Run 1, signal wires by layer:
Scale: 4 px per um. Only two layers are drawn.
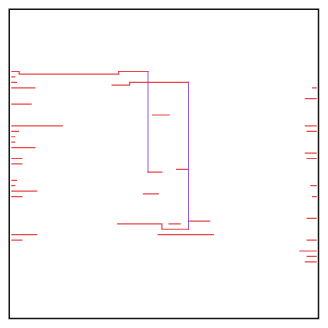
Run 1, clock routing:
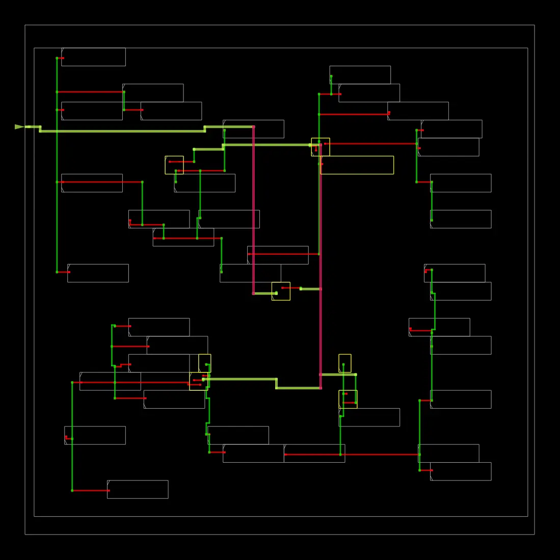
Run 1, selected gate families:
Scale: 4 px per um.
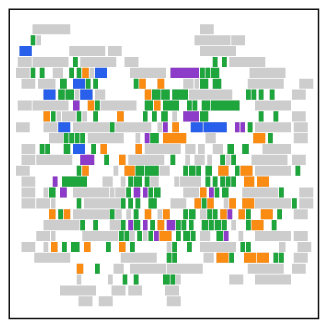
Run 1, clock wires, drivers and flops:
Scale: 6 px per um.
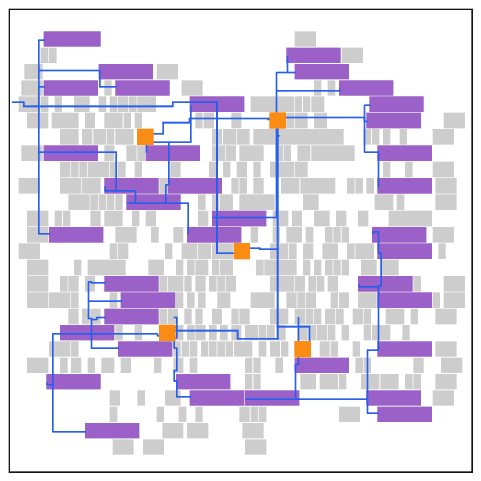
==> config.mk <==
export PLATFORM = sky130hd
export DESIGN_NAME = lo_normalizer
export DESIGN_NICKNAME = d
export VERILOG_FILES = /design/src/rtl/lo_normalizer.sv
export SDC_FILE = /design/constraint.sdc
export NUM_CORES = 1
export LEC_CHECK = 0
export ABC_AREA = 1
export CAP_MARGIN = 0
export CORE_UTILIZATION = 40
export CTS_BUF_LIST = sky130_fd_sc_hd__clkbuf_4
export DETAILED_ROUTE_END_ITERATION = 6
export PLACE_DENSITY = 0.73
export SLEW_MARGIN = 40
export SYNTH_ARGS = -nofsm -noshare
export SYNTH_HDL_FRONTEND = slang
export SYNTH_SLANG_ARGS = --single-unit
==> constraint.sdc <==
create_clock -name clk -period 1.9 [get_ports clk]
set_clock_uncertainty 0.15 [all_clocks]
set_input_delay 0.19 -clock clk [delete_from_list [all_inputs] [get_ports clk]]
set_output_delay 0.19 -clock clk [all_outputs]
set_load 0.01 [all_outputs]
==> out/results.ini, run 1 <==
[power]
swShare_pct=36.7
power.leakage_nw=1.43
p_comb_share_pct=36.6

[logic_synthesis]
fp_nets=312
yosysChipArea_sq_um=2240
synthArstFlopShare_pct=100
synth_cells=293
netlist_area_sq_um=2240
synth-edff-count=0
most_common_cell=nand2_1
ys_seq_share_pct=42.4
synthTopCellsByArea=dfrtp_1 (42%), nand2_1 (17%), inv_1 (4.2%)

[detailed_routing]
vias_per_cell=4.78
firstDrtPassIters=4
drcViolationCount=0

[clock_tree]
clock_sinks=38
root_buffer=clkbuf_4

[status]
status=finished clean

[final_layout]
diodes=0
regArea_sq_um=952
drive_above_1_share_pct=15.9
buffer_area_share_pct=17.9
buffers=53
clkCellAreaFrac_pct=2.68
layout.nets=364
area_growth_pct=29.0
logic_gate_count=215
nonClockInverterCount=32

[floorplan]
die_width_um=76.9
core-area_sq_um=5270
ios=42
die_h_um=76.9
fp_util_pct=42.6

[global_routing]
gr-total-overflow=0
grt_max_degree=21
antenna_found_initial=0

[worst_hold_path]
worstHoldPathType=in2async

[run]
maxCapViolations=0

[timing]
finalHoldViolCount=0
timing.final.crit_share_pct=93.7
setup_viol=0
period_needed_ns=1.78

[worst_setup_path]
path_class=reg2out

[place]
dpl_cell_area_sq_um=2780
portBuffers=41

## Picture notes: 'signal wires by layer'
legend:
  M4:
    colour: purple
    wire_length: 61.9 um
  M3:
    colour: red
    wire_length: 197 um
final WL: 4820 um
GR Util All Layers: 17.7%
routed vias: 1988
wire per inst: 11.6 um

## Picture notes: 'clock routing'
Clock Latency Late Sink: 0.37 ns
total CTS buffers: 5

## Picture notes: 'selected gate families'
legend:
  nor cells:
    colour: purple
    cells: 19
    most_used: nor2_1
  aoi and oai cells:
    colour: orange
    cells: 42
    most_used: o21ai_0
  xor and xnor cells:
    colour: blue
    cells: 9
    most_used: xor2_1
  nand cells:
    colour: green
    cells: 141
    most_used: nand2_1
most numerous logic cell after layout: nand2_1
logic share of the area: 39.4%
Layout Cells excl Fill: 416

## Picture notes: 'clock wires, drivers and flops'
legend:
  clock wires:
    colour: blue
    length: 534 um
  flip-flops:
    colour: purple
    count: 38
  clock-net drivers:
    colour: orange
    count: 5
flops lie: all over the die
Clock group: 0.554 mW
clock power share: 23.1%

run 1: logic make-up after synthesis:
group,synth area share [%]
adders and majority gates,1.11
buffers and inverters,7.52
and+or+nand+nor,32.9
DFF,42.4
AOI/OAI and AO/OA,12.2
xor gates and xnor gates,3.85
run 1: worst max-delay path, stage by stage, from the launching register on:
cell             delay, ns
dfrtp_1               0.41
nand3_1               0.13
clkdlybuf4s50_1       0.55
run 1: repair_timing:
item                                    CTS  global route
hold endpoints to repair                 26             0
buffers inserted                          0             1
hold buffers                              1             0
endpoints found under the setup margin    0            10
gates resized                             0             6
run 1: through the flow:
stage	worst slack [ns]	total power, mW
floorplan	0.0614	1.57
detailed placement	0.0311	1.85
CTS	0.00843	2.40
finish	0.119	2.40
global route	-0.0255	2.57
global placement	0.0307	1.83
run 1: power by group through the flow:
stage	Sequential, mW	Clock (mW)	Combinational [mW]
6_report	0.967	0.554	0.877
5_1_grt	0.980	0.605	0.987
4_1_cts	0.966	0.565	0.873
3_5_place_dp	0.981	0	0.868
3_3_place_gp	0.978	0	0.856
2_1_floorplan	0.984	0	0.589
run 1: cell usage in the layout, fill, tap and decap left out, drive strengths merged:
cell	netlist	layout
inv	30	30
nor2	14	14
o211ai	3	3
a21oi	8	8
clkbuf	2	5
and2	1	1
nor4	1	1
xnor2	2	2
dfrtp	38	38
nor3	4	4
nand2	115	115
clkdlybuf4s50	0	40
o21ai	30	30
dlygate4sd3	0	1
buf	6	12
ha	2	2
xor2	7	7
nand3	20	20
bufinv	0	1
a41oi	1	1
o21a	1	1
clkinv	2	4
nand4	6	6
run 1: per-layer routing:
metal	global-route usage (%)	vias up	part of all wire, %
met5	0	-	0
met4	5.58	0	1.3
met3	4.05	6	4.1
met2	28.1	44	46
met1	23.9	890	49
li1	-	1048	-
--- run 2 (diff from run 1) ---
--- a/config.mk
+++ b/config.mk
@@ -11,6 +11,7 @@
 export CTS_BUF_LIST = sky130_fd_sc_hd__clkbuf_4
 export DETAILED_ROUTE_END_ITERATION = 6
 export PLACE_DENSITY = 0.73
+export SKIP_CTS_REPAIR_TIMING = 1
 export SLEW_MARGIN = 40
 export SYNTH_ARGS = -nofsm -noshare
 export SYNTH_HDL_FRONTEND = slang
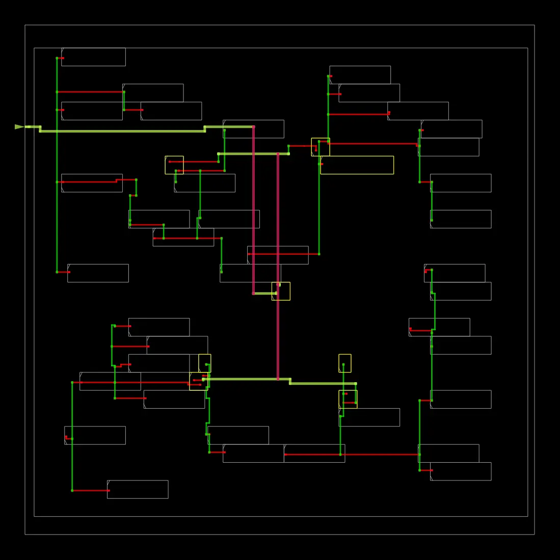
Run 2: clock routing
Clock group: 0.550 mW
clock buffers: 5
Clock Sinks: 38
Clock Latency Late Sink: 0.36 ns
Seq cells: 38

==> run 2 against run 1 <==
Sequential power hardly changed. Clock power is 0.7% lower. Maximum frequency is 0.59% higher. Via count is 0.20% lower. Worst setup slack better by 0.010 ns. Register-to-register slack hardly changed. Synthesized cell count stayed put. Die area stayed put. Critical path type unchanged. Critical endpoint unchanged. Largest cell class unchanged. Largest power group unchanged. Highest routed layer unchanged.
==> out/results.ini, run 2 <==
[final_layout]
layout_top_cell=nand2_1
drive_above_1_share_pct=15.9  ; unchanged
area_growth_pct=29.0  ; unchanged
layout.nets=364  ; unchanged
diodes=0  ; unchanged
stdcell_count=416  ; unchanged
final_layout_top_logic_cells=nand2_1 (104), clkdlybuf4s50_1 (40), dfrtp_1 (37)

[clock_tree]
cts_made_buffers=5  ; unchanged
root_buffer=clkbuf_4
cts_tree=built

[timing]
setup_viol=0  ; unchanged
period_needed_ns=1.77  ; -0.0104 ns
timing.final.crit_share_pct=93.2  ; -0.55 points
finalHoldViolCount=0  ; unchanged

[logic_synthesis]
synth_cells=293  ; unchanged
synthTopCellsByArea=dfrtp_1 (42%), nand2_1 (17%), inv_1 (4.2%)
synthArstFlopShare_pct=100  ; unchanged
ys_seq_share_pct=42.4  ; unchanged
yosysChipArea_sq_um=2240  ; unchanged
fp_nets=312  ; unchanged
most_common_cell=nand2_1
synth.distinct_cells=33
top_area_cell=dfrtp_1
netlist_area_sq_um=2240  ; unchanged
synth-edff-count=0  ; unchanged

[global_routing]
gr-total-overflow=0  ; unchanged
antenna_found_initial=0  ; unchanged
grt_pass1_vias=1799
grt_usage_pct=17.7  ; unchanged
grt_max_degree=21  ; unchanged

[worst_setup_path]
critPathBufInv=1  ; unchanged
reg2reg_depth=8
crit_cells=2  ; unchanged
path_cells=nand3_1 > clkdlybuf4s50_1
slowest_stage=clkdlybuf4s50_1
path_class=reg2out
worstSetupStartpointType=flop
crit_fanout=3
cp_top_family=buffers and inverters
cp_slowest_stage_delay_ns=0.55  ; about the same

[detailed_routing]
firstDrtPassIters=4  ; unchanged
wl_um=4820  ; unchanged
drcViolationCount=0  ; unchanged
vias_per_cell=4.77  ; -0.20%
wl_per_cell_um=11.6  ; unchanged

[status]
status=finished clean

[floorplan]
die_h_um=76.9  ; unchanged
core-area_sq_um=5270  ; unchanged
ios=42  ; unchanged
fp_util_pct=42.6  ; unchanged
die_width_um=76.9  ; unchanged

[run]
maxCapViolations=0  ; unchanged

[power]
power_mw=2.39  ; -0.20%
power.leakage_nw=1.43  ; unchanged
vdd_drop_max_uv=370

[place]
dpl_cell_area_sq_um=2780  ; unchanged
portBuffers=41  ; unchanged

[worst_hold_path]
worstHoldPathType=in2async

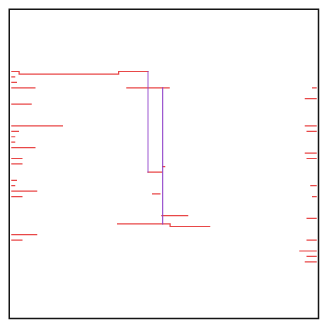
Run 2: signal wires by layer
Scale: 4 px per um. Only two layers are drawn.
routed vias: 1984

[run 2: cell counts after synthesis]
Identical to the previous run, type by type.
[run 2: logic make-up after synthesis]
logic type | count (synthesis) | synth area share, %
AND-OR/OR-AND | 43 | 12.2
XOR/XNOR | 9 | 3.85
adder cells (fa/ha/maj) | 2 | 1.11
buffers and inverters | 40 | 7.52
flip-flops | 38 | 42.4
AND/OR/NAND/NOR | 161 | 32.9
[run 2: cell type report]
| cell class | count | area, sq um |
|---|---|---|
| Fill cell | 525 | 2370 |
| Multi-Input combinational cell | 215 | 1140 |
| Sequential cell | 38 | 952 |
| Timing Repair Buffer | 53 | 518 |
| Inverter | 32 | 121 |
| Tap cell | 70 | 87.6 |
| Clock inverter | 3 | 40.0 |
| Clock buffer | 5 | 37.5 |
[run 2: through the flow]
stage               setup slack [ns]  util, %
global placement              0.0307     52.7
finish                         0.130     55.0
CTS                          0.00843     54.2
global route                 -0.0255     55.0
detailed placement            0.0311     52.7
floorplan                     0.0614        -
[run 2: routing by layer]
metal	wire length (um)	up-vias	track usage, %
li1	-	1044	-
met1	2380	895	23.8
met2	2210	40	28.1
met3	168	5	4.17
met4	59	0	5.58
met5	0	-	0
[run 2: power breakdown]
part	switching (mW)	leakage [nW]	internal [mW]
logic	0.518	0.899	0.358
registers	0.0801	0.486	0.887
clock network	0.277	0.0450	0.273
Power figures rest on the tool's default switching activity, not on a simulated workload.
